**src/rtl/fetch_branch_ctrl.sv**
```systemverilog
// Fetch/decode/branch sequencer for a small LC-3 style datapath.
// Moore FSM; State_dbg encodings: HALTED=0 S18=1 S33=2 S35=3 S32=4 S00=5 S22=6 EXEC=7 PAUSE=8.
module fetch_branch_ctrl (
  input  logic        Clk,
  input  logic        Reset,
  input  logic        Run,
  input  logic        Continue,
  input  logic [15:0] IR,
  input  logic        BEN,
  input  logic        Mem_ready,
  input  logic        Exec_done,
  output logic        LD_MAR,
  output logic        LD_MDR,
  output logic        LD_IR,
  output logic        LD_BEN,
  output logic        LD_PC,
  output logic        GatePC,
  output logic        GateMDR,
  output logic        Mem_OE,
  output logic        Exec_req,
  output logic [1:0]  PCMUX,
  output logic [3:0]  State_dbg
);

  typedef enum logic [3:0] {
    StHalted = 4'd0,
    St18     = 4'd1,
    St33     = 4'd2,
    St35     = 4'd3,
    St32     = 4'd4,
    St00     = 4'd5,
    St22     = 4'd6,
    StExec   = 4'd7,
    StPause  = 4'd8
  } state_e;

  localparam logic [3:0] OpBr    = 4'b0000;
  localparam logic [3:0] OpPause = 4'b1101;

  state_e     state_q, state_d;
  logic [3:0] opcode;
  logic       unused_ir;

  assign opcode    = IR[15:12];
  // Only the opcode field steers the sequencer; the rest of IR belongs to the datapath.
  assign unused_ir = ^IR[11:0];

  always_ff @(posedge Clk or posedge Reset) begin
    if (Reset) begin
      state_q <= StHalted;
    end else begin
      state_q <= state_d;
    end
  end

  always_comb begin
    state_d = state_q;
    unique case (state_q)
      StHalted: if (Run)       state_d = St18;
      St18:                    state_d = St33;
      St33:     if (Mem_ready) state_d = St35;
      St35:                    state_d = St32;
      St32: begin
        if (opcode == OpBr) begin
          state_d = St00;
        end else if (opcode == OpPause) begin
          state_d = StPause;
        end else begin
          state_d = StExec;
        end
      end
      // BEN was loaded in S32, so it is valid here one cycle later.
      St00:     state_d = BEN ? St22 : St18;
      St22:                    state_d = St18;
      StExec:   if (Exec_done) state_d = St18;
      StPause:  if (Continue)  state_d = St18;
      default:                 state_d = StHalted;
    endcase
  end

  always_comb begin
    LD_MAR   = 1'b0;
    LD_MDR   = 1'b0;
    LD_IR    = 1'b0;
    LD_BEN   = 1'b0;
    LD_PC    = 1'b0;
    GatePC   = 1'b0;
    GateMDR  = 1'b0;
    Mem_OE   = 1'b0;
    Exec_req = 1'b0;
    PCMUX    = 2'b00;
    unique case (state_q)
      St18: begin
        GatePC = 1'b1;
        LD_MAR = 1'b1;
        LD_PC  = 1'b1;
      end
      St33: begin
        Mem_OE = 1'b1;
        LD_MDR = 1'b1;
      end
      St35: begin
        GateMDR = 1'b1;
        LD_IR   = 1'b1;
      end
      St32:   LD_BEN = 1'b1;
      St22: begin
        LD_PC = 1'b1;
        PCMUX = 2'b01;
      end
      StExec: Exec_req = 1'b1;
      default: ;
    endcase
  end

  assign State_dbg = state_q;

endmodule

```
**config.mk**
```make
export PLATFORM = sky130hd
export DESIGN_NAME = fetch_branch_ctrl
export DESIGN_NICKNAME = d
export VERILOG_FILES = /design/src/rtl/fetch_branch_ctrl.sv
export SDC_FILE = /design/constraint.sdc
export NUM_CORES = 1
export LEC_CHECK = 0
export CAP_MARGIN = 30
export CORE_UTILIZATION = 27
export DETAILED_ROUTE_END_ITERATION = 6
export PLACE_DENSITY = 0.73
export SLEW_MARGIN = 20
export SYNTH_ARGS = -nofsm -noshare
export SYNTH_HDL_FRONTEND = slang
export SYNTH_SLANG_ARGS = --single-unit
```
**constraint.sdc**
```tcl
create_clock -name Clk -period 1.22 [get_ports Clk]
set_input_delay 0.305 -clock Clk [delete_from_list [all_inputs] [get_ports Clk]]
set_output_delay 0.305 -clock Clk [all_outputs]
set_load 0.02 [all_outputs]
```
==> out/metrics.csv <==
metric,value,unit
status,"complete, but fails checks",
failing checks,setup timing,
first-pass detailed-route iteration total,2,
TritonCTS Sinks,4,
peak supply drop,1.15,mV
core area,1520,um^2
CTS Root Cell,clkbuf_4,
syn nets,81,
Rows,14,
Initial Util,29.1,%
asr flop ratio synth,100,%
RSZ-0062 raised after global routing,yes,
io pins,38,
"count leader, synth",nor2_1,
largest net degree at the start of global routing,8,
Yosys Chip Area,444,um^2
"Reg clk slew, reported paths",0.04,ns
CTS tree,built,
Setup TNS,-3.70,ns
Tool Warnings,41,
Die Height,42.6,um
Clk network pwr share,6.6,%
via/cell ratio,4.92,
DRT iter0 DRCs,7,
r2r setup slk,-0.20,ns
synthesis-to-finish area growth,137,%
register area share after synthesis,22.5,%
synthesized instance count,58,
Largest register FFs,4,
Post-synth EDFFs,0,
power share of the combinational group,80.5,%
YS warnings,0,
Hold Crit Class,input pin to asynchronous set/reset pin,
Via Count,605,
critical path class,flop to output pin,
Pins Over Slew Limit,0,
ANT cells,0,
total chip power,2.53,mW
post-synth top area cell,dfrtp_1,
Total Nets Final,132,
full die area,1810,um^2
arrival time at the worst endpoint,1.22,ns
# Cells Yosys,58,
fin crit share,125,%
first-pass GRT wire length,2330,um
#FFs+latches synth,4,
drt total wl,1550,um
post-route ant nets,0,
crit path time final,1.52,ns
Top cell area share,22.5,%
All-Layer GR Usage,17.5,%
Max-Cap Viols,0,
Dominant flop cell,dfrtp_1,
HPWL after DPL,1060,um
final setup fails,16,
P_leak,0.492,nW
Mapped Avg Cell Area,7.66,um^2
top cells by count,"nor2_1 (8), nor3_1 (7), buf_4 (6), a21oi_1 (5)",
Post-Route Utilization,69.2,%
H-tree level count,1,
Net Switching,1.12,mW
IO buf count,24,
Max Freq,657,MHz
Critical Path Source Type,flop,
die width,42.6,um
total grt overflow,0,
setup ws final,-0.302,ns
Pint,1.41,mW
Fin Hold WS,0.255,ns
vias in the first global route,530,
switching share of power,44.4,%
final hold vios,0,
Setup crit end kind,output pin,
Yosys cell types,26,
# hold bufs at CTS,0,
Worst Skew,0.00340,ns
initial antenna violation count,0,
Reg power frac,12.9,%
Post-Syn Area,444,um^2
Area contributors post-synth,"dfrtp_1 (23%), buf_4 (10%), nor3_1 (7.9%)",
PD cells,2400,nW/um^2
Worst Path Max Fanout,7,
fraction of layout cells with a size suffix above 1,70.1,%
WP data required,0.91,ns
WL/cell,12.6,um
# DRC,0,
GPL Wtd Cong,0.908,
Clock Path Buffers,2,
==> repair_timing <==
| item | in CTS | in global routing |
|---|---|---|
| pin swaps | 4 | 6 |
| setup endpoints to repair | 18 | 17 |
| gates resized | 83 | 18 |
| gates cloned | 0 | 0 |
| setup buffers | 5 | 9 |
==> layer usage <==
| metal | up-vias | part of all wire (%) | wire length, um | global-route usage [%] |
|---|---|---|---|---|
| met2 | 23 | 57 | 882 | 32.3 |
| met5 | - | 0 | 0 | 0 |
| li1 | 300 | - | - | - |
| met3 | 2 | 4.3 | 67 | 2.59 |
| met1 | 280 | 37 | 578 | 18.7 |
| met4 | 0 | 1.4 | 21 | 9.38 |
==> cells by family (layout without fill, tap and decap cells) <==
| family | Yosys count | count (layout) | synth area share, % |
|---|---|---|---|
| flops | 4 | 4 | 22.5 |
| buf+inv | 12 | 61 | 16.9 |
| simple gates | 28 | 28 | 35.2 |
| other cells | 1 | 1 | 0.844 |
| compound gates | 13 | 13 | 24.5 |
==> metrics by stage <==
stage	worst slack [ns]	area [um^2]	cells
global placement	-0.523	861	108
finish	-0.302	1050	123
floorplan	-0.208	544	58
global route	-0.358	1050	123
detailed placement	-0.517	861	108
CTS	-0.298	953	116
==> worst paths after layout <==
kind,from,end,depth (start not counted)
worst max-delay path,State_dbg[0],LD_BEN,2
worst min-delay path,Reset,State_dbg[2],2
worst max register to register,State_dbg[0],State_dbg[0],6
worst min register to register,State_dbg[1],State_dbg[3],2
max in group asynchronous,Reset,State_dbg[3],2
min in group Clk,IR[13],State_dbg[1],4
==> cell type report <==
| class | count | area (um^2) |
|---|---|---|
| Multi-Input combinational cell | 42 | 388 |
| Fill cell | 126 | 469 |
| Timing Repair Buffer | 54 | 504 |
| Inverter | 4 | 15.0 |
| Sequential cell | 4 | 105 |
| Tap cell | 16 | 20.0 |
| Clock buffer | 3 | 22.5 |
==> critical path, cell delays in order, from the launching register on <==
cell and delay [ns]:
dfrtp_2 0.48, nor4b_4 0.32, buf_4 0.19
==> power groups by stage <==
stage	clock network, mW	registers (mW)	logic [mW]
5_1_grt	0.180	0.338	2.16
6_report	0.166	0.327	2.04
3_3_place_gp	0	0.312	1.62
3_5_place_dp	0	0.319	1.63
2_1_floorplan	0	0.340	1.03
4_1_cts	0.167	0.321	1.83
==> placed cells by master, fill, tap and decap left out, types with 2 or more instances in the layout <==
| cell | Yosys | layout |
|---|---|---|
| a21oi_1 | 5 | 2 |
| a21oi_2 | 0 | 3 |
| buf_4 | 6 | 26 |
| buf_6 | 0 | 14 |
| clkbuf_4 | 2 | 3 |
| clkdlybuf4s50_1 | 0 | 6 |
| dfrtp_2 | 0 | 4 |
| dlymetal6s2s_1 | 0 | 3 |
| inv_1 | 4 | 4 |
| nand2b_4 | 0 | 2 |
| nor2_1 | 8 | 2 |
| nor2_2 | 1 | 6 |
| nor3_1 | 7 | 2 |
| nor3_2 | 0 | 2 |
| nor3_4 | 0 | 3 |
| o21ai_1 | 2 | 2 |
route_heat.png
9 x 9 tiles, from dark blue (low) to red (high), scaled to the fullest tile. Values are wire area over tile area, all layers added.
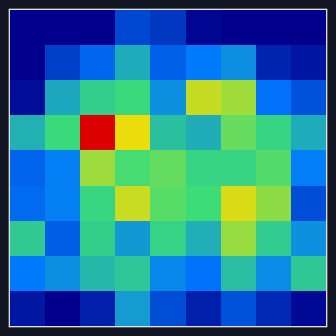
- densest ninth of the die: center
- fullest tile: 0.42
- mean over tiles: 0.13

clock_wires.png
Bar = 10 um.
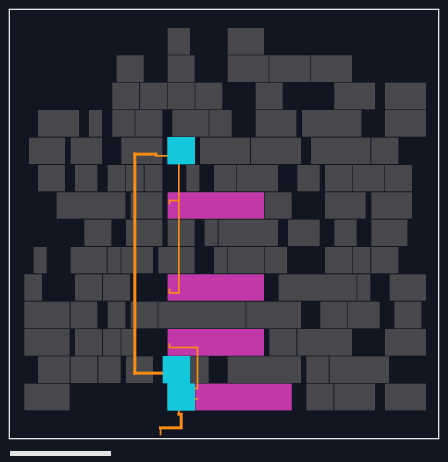
- cyan: clock-net drivers (count 3)
- orange: clock wires (length 68.4 um)
- magenta: flip-flops (count 4)
- routed clock nets: 4

class_map.png
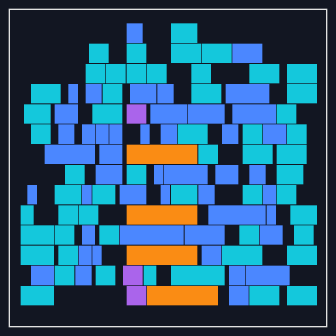
- orange: registers (cells 4)
- blue: remaining logic cells (cells 46)
- cyan: remaining buffers and delay cells (cells 54)
- purple: clock-net drivers (cells 3)

clock_nets.png
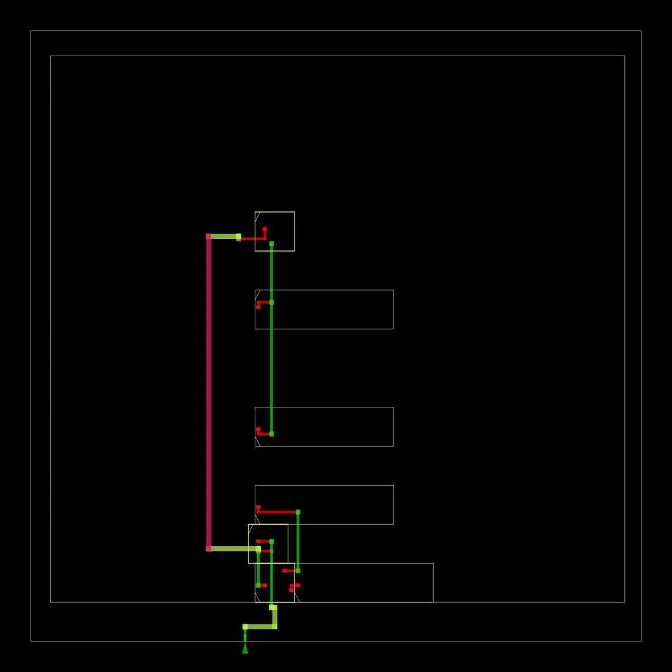
Flops: 4
clock buffers: 3
Num CTS Buffers: 3
later-pin clock latency in the skew report: 0.24 ns

util_map.png
Bar = 10 um. 9 x 9 tiles, from dark blue (low) to red (high), 0 to 100% covered.
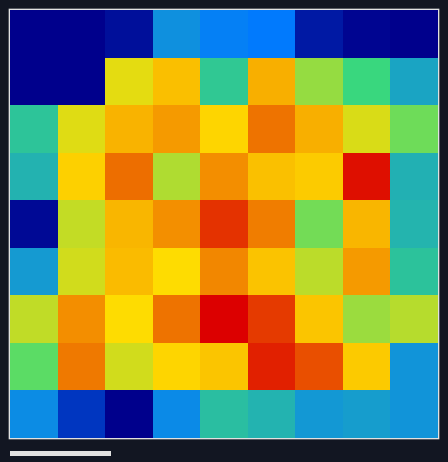
- emptiest ninth of the die: north-west
- nearly empty tiles: 9.9%
- densest ninth of the die: center
- tiles over 75% full: 41%

No activity file was given, so power comes from the tool's default toggle rates.
